### src/rtl/hazard_ctrl_pkg.sv
// Shared types and constant control patterns for the pipeline hazard controller.
package hazard_ctrl_pkg;

    localparam int REG_AW_DEF = 5;

    typedef enum logic {
        CTRL_RUN     = 1'b0,
        CTRL_MD_BUSY = 1'b1
    } ctrl_state_e;

    typedef struct packed {
        logic pc_en;
        logic if_id_en;
        logic id_ex_en;
        logic if_id_flush;
        logic id_ex_flush;
        logic ex_mem_bubble;
        logic md_start;
    } pipe_ctrl_t;

    // Normal flow: every stage advances, nothing is squashed.
    localparam pipe_ctrl_t CTRL_PASS = '{pc_en: 1'b1, if_id_en: 1'b1, id_ex_en: 1'b1,
                                         if_id_flush: 1'b0, id_ex_flush: 1'b0,
                                         ex_mem_bubble: 1'b0, md_start: 1'b0};
    // EX is occupied by a mul/div: hold the front end and feed NOPs into MEM.
    localparam pipe_ctrl_t CTRL_MD_FREEZE = '{pc_en: 1'b0, if_id_en: 1'b0, id_ex_en: 1'b0,
                                              if_id_flush: 1'b0, id_ex_flush: 1'b0,
                                              ex_mem_bubble: 1'b1, md_start: 1'b0};
    localparam pipe_ctrl_t CTRL_BRANCH = '{pc_en: 1'b1, if_id_en: 1'b1, id_ex_en: 1'b1,
                                           if_id_flush: 1'b1, id_ex_flush: 1'b1,
                                           ex_mem_bubble: 1'b0, md_start: 1'b0};
    localparam pipe_ctrl_t CTRL_LOAD_USE = '{pc_en: 1'b0, if_id_en: 1'b0, id_ex_en: 1'b1,
                                             if_id_flush: 1'b0, id_ex_flush: 1'b1,
                                             ex_mem_bubble: 1'b0, md_start: 1'b0};

endpackage

### src/rtl/sat_counter.sv
// Up-counter that sticks at all-ones instead of wrapping.
module sat_counter #(
    parameter int W = 32
) (
    input  logic         clk,
    input  logic         rst_n,
    input  logic         inc,
    output logic [W-1:0] cnt
);

    logic [W-1:0] cnt_q, cnt_d;

    always_comb begin
        // NOTE: default assignment first, so every path drives cnt_d and no latch is inferred.
        cnt_d = cnt_q;
        if (inc && (cnt_q != '1)) begin
            cnt_d = cnt_q + 1'b1;
        end
    end

    // NOTE: flops use non-blocking assignments so all state updates together at the edge.
    always_ff @(posedge clk or negedge rst_n) begin
        if (!rst_n) cnt_q <= '0;
        else        cnt_q <= cnt_d;
    end

    assign cnt = cnt_q;

endmodule

### src/rtl/hazard_ctrl.sv
// Pipeline sequencing controller: load-use stalls, taken-branch flushes and
// mul/div occupancy of EX with a start/done handshake and watchdog.
module hazard_ctrl
    import hazard_ctrl_pkg::*;
#(
    parameter int REG_AW     = REG_AW_DEF,
    parameter int CNT_W      = 32,
    parameter int MD_TIMEOUT = 64
) (
    input  logic              clk,
    input  logic              rst_n,
    input  logic [REG_AW-1:0] id_rs1,
    input  logic [REG_AW-1:0] id_rs2,
    input  logic              id_use_rs1,
    input  logic              id_use_rs2,
    input  logic [REG_AW-1:0] ex_rd,
    input  logic              ex_is_load,
    input  logic              ex_is_md,
    input  logic              ex_br_taken,
    input  logic              md_done,
    output logic              md_start,
    output logic              pc_en,
    output logic              if_id_en,
    output logic              id_ex_en,
    output logic              if_id_flush,
    output logic              id_ex_flush,
    output logic              ex_mem_bubble,
    output logic              md_err,
    output logic [CNT_W-1:0]  stall_cnt,
    output logic [CNT_W-1:0]  flush_cnt
);

    localparam int WD_W = $clog2(MD_TIMEOUT + 1);

    ctrl_state_e state_q, state_d;
    logic [WD_W-1:0] wd_cnt_q, wd_cnt_d;
    logic md_err_q, md_err_d;
    pipe_ctrl_t ctrl;
    logic load_use;
    logic wd_fire;
    logic br_flush;

    assign load_use = ex_is_load && (ex_rd != '0) &&
                      ((id_use_rs1 && (id_rs1 == ex_rd)) ||
                       (id_use_rs2 && (id_rs2 == ex_rd)));

    always_comb begin
        ctrl     = CTRL_PASS;
        state_d  = state_q;
        wd_cnt_d = wd_cnt_q;
        md_err_d = md_err_q;
        wd_fire  = 1'b0;
        br_flush = 1'b0;
        unique case (state_q)
            CTRL_RUN: begin
                if (ex_is_md) begin
                    ctrl          = CTRL_MD_FREEZE;
                    ctrl.md_start = 1'b1;
                    state_d       = CTRL_MD_BUSY;
                    wd_cnt_d      = WD_W'(1);
                end else if (ex_br_taken) begin
                    ctrl     = CTRL_BRANCH;
                    br_flush = 1'b1;
                end else if (load_use) begin
                    ctrl = CTRL_LOAD_USE;
                end
            end
            CTRL_MD_BUSY: begin
                if (md_done) begin
                    state_d = CTRL_RUN;
                end else if (wd_cnt_q == WD_W'(MD_TIMEOUT)) begin
                    // Give up on the unit: release the md instruction as if it finished.
                    wd_fire  = 1'b1;
                    md_err_d = 1'b1;
                    state_d  = CTRL_RUN;
                end else begin
                    ctrl     = CTRL_MD_FREEZE;
                    wd_cnt_d = wd_cnt_q + 1'b1;
                end
            end
            default: state_d = CTRL_RUN;
        endcase
        // Outputs are pinned to pass-through while reset is held, whatever the inputs do.
        if (!rst_n) begin
            ctrl     = CTRL_PASS;
            br_flush = 1'b0;
            wd_fire  = 1'b0;
        end
    end

    always_ff @(posedge clk or negedge rst_n) begin
        if (!rst_n) begin
            state_q  <= CTRL_RUN;
            wd_cnt_q <= '0;
            md_err_q <= 1'b0;
        end else begin
            state_q  <= state_d;
            wd_cnt_q <= wd_cnt_d;
            md_err_q <= md_err_d;
        end
    end

    assign pc_en         = ctrl.pc_en;
    assign if_id_en      = ctrl.if_id_en;
    assign id_ex_en      = ctrl.id_ex_en;
    assign if_id_flush   = ctrl.if_id_flush;
    assign id_ex_flush   = ctrl.id_ex_flush;
    assign ex_mem_bubble = ctrl.ex_mem_bubble;
    assign md_start      = ctrl.md_start;
    assign md_err        = rst_n & (md_err_q | wd_fire);

    sat_counter #(.W(CNT_W)) u_stall_cnt (
        .clk   (clk),
        .rst_n (rst_n),
        .inc   (~ctrl.pc_en),
        .cnt   (stall_cnt)
    );

    sat_counter #(.W(CNT_W)) u_flush_cnt (
        .clk   (clk),
        .rst_n (rst_n),
        .inc   (br_flush),
        .cnt   (flush_cnt)
    );

endmodule

### config.mk
export PLATFORM = sky130hd
export DESIGN_NAME = hazard_ctrl
export DESIGN_NICKNAME = d
export VERILOG_FILES = /design/src/rtl/hazard_ctrl_pkg.sv /design/src/rtl/sat_counter.sv /design/src/rtl/hazard_ctrl.sv
export SDC_FILE = /design/constraint.sdc
export NUM_CORES = 1
export LEC_CHECK = 0
export CORE_UTILIZATION = 45
export DETAILED_ROUTE_END_ITERATION = 12
export PLACE_DENSITY_LB_ADDON = 0.12
export SLEW_MARGIN = 20
export SYNTH_ARGS = -nofsm -noshare
export SYNTH_HDL_FRONTEND = slang
export SYNTH_HIERARCHICAL = 1
export SYNTH_SLANG_ARGS = --single-unit
### constraint.sdc
create_clock -name clk -period 3.03 [get_ports clk]
set_input_delay 0.7575 -clock clk [delete_from_list [all_inputs] [get_ports clk]]
set_output_delay 0.7575 -clock clk [all_outputs]
set_load 0.02 [all_outputs]
Fig. 1: cell classes on the final placement
The bar under the picture is 20 microns long.
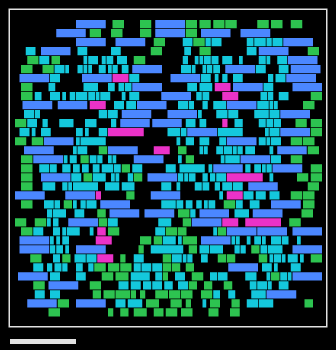
- cyan: combinational and other logic (cells 297)
- blue: sequential cells (cells 73)
- green: remaining buffers and delay cells (cells 127)
- magenta: clock drivers and dummy loads (cells 15)

Fig. 2: congestion heat map
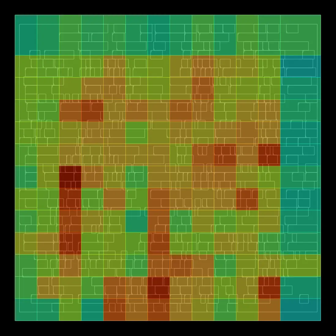
GR Util All Layers: 23.43%
met1 GRT Util: 30.28%
Util after Layout: 65.42%
met2 usage: 38.39%
met3 GRT Util: 5.742%

Fig. 3: register map, names as in the netlist
The bar under the picture is 20 microns long. Other sequential cells in the stronger gray, the rest of the logic in the fainter gray.
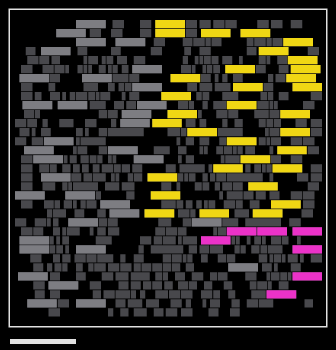
- yellow: u_flush_cnt/cnt (flops 32)
- magenta: wd_cnt_q (flops 7; where lower right)
sequential cell area: 0.001827 sq mm
Power Sequential: 0.00117 W
fraction of area in registers: 33.48%

==> flow_summary.ini <==
; implementation run metrics
[sta]
relSlewSlack_pct = 54.33
hold_slack_ns = 0.2309
layout_setup_ws_ns = 0.01505
finalSetupViolCount = 0

[placement]
post-dp-hpwl_mm = 7.097

[power]
leakage_nw = 2.322
comb-power_w = 0.000566
peakVddDrop_mv = 0.2934
clock_power_share_pct = 34.5
swShare_pct = 29.31
top_power_group = registers

[synthesis]
ys.flop_type = dfrtp_1
synthArstFlopShare_pct = 100.0
synth.net_count = 403
yosys.area_share.simple_pct = 27.50
yosys_area_sq_mm = 0.003923
common_cells = 73 x dfrtp_1, 51 x xnor2_1, 33 x nand2_1, 33 x nand4_1, 31 x nand3_1

[critical_path]
r2r_slack_ns = 0.44

[clock_network]
holdBufCountCts = 0
ctsRootBufferMaster = clkbuf_8
cts-buffers-inserted = 9

[drt]
vias = 3403
drtPass1Iterations = 5
route.met3.wl_microns = 407

[run_status]
status = complete, no violations

[floorplanning]
die_h_microns = 95.37
core_sq_mm = 0.008341

[cells_and_area]
layout_top_cells = 73 x dfrtp_1, 71 x clkdlybuf4s50_1, 51 x xnor2_1, 34 x buf_4
n_antenna_cell = 0
buffers_excl_clock = 127
clkbuf_count = 9
Fig. 4: selected gate families
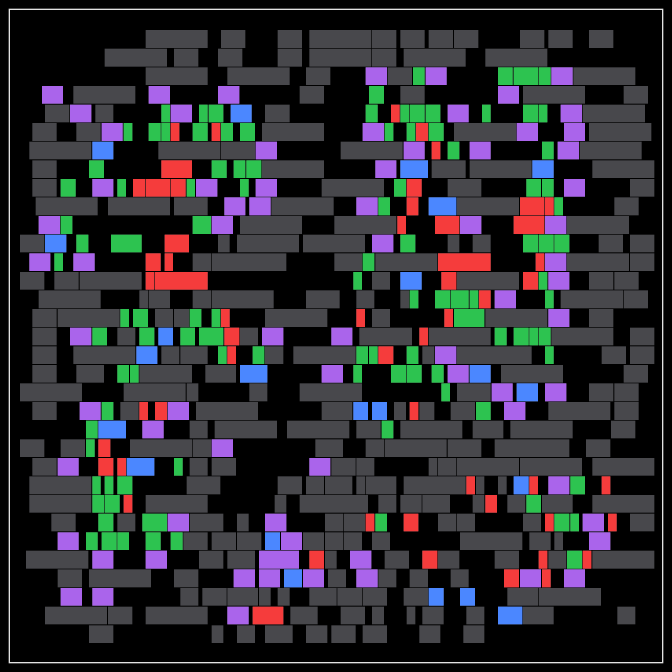
- red: nor cells (cells 55)
- green: nand cells (cells 106; where widely spread)
- blue: and/or cells (cells 22; where widely spread)
- purple: xor and xnor cells (cells 73; where widely spread)

Fig. 5: cells colored by instance
The bar under the picture is 20 microns long. Other cells in gray.
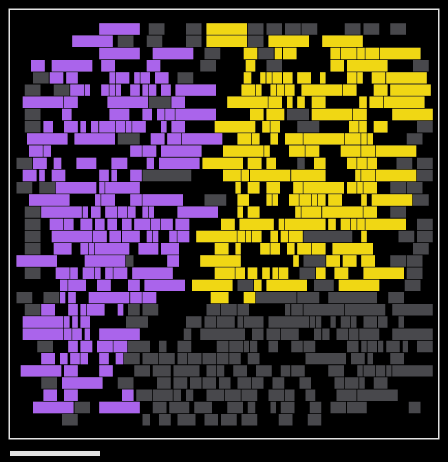
- purple: u_stall_cnt (cells 161)
- yellow: u_flush_cnt (cells 152)
Die Area: 0.009094 sq mm
Post-Layout Cell Count: 617

Power figures rest on the tool's default switching activity, not on a simulated workload.
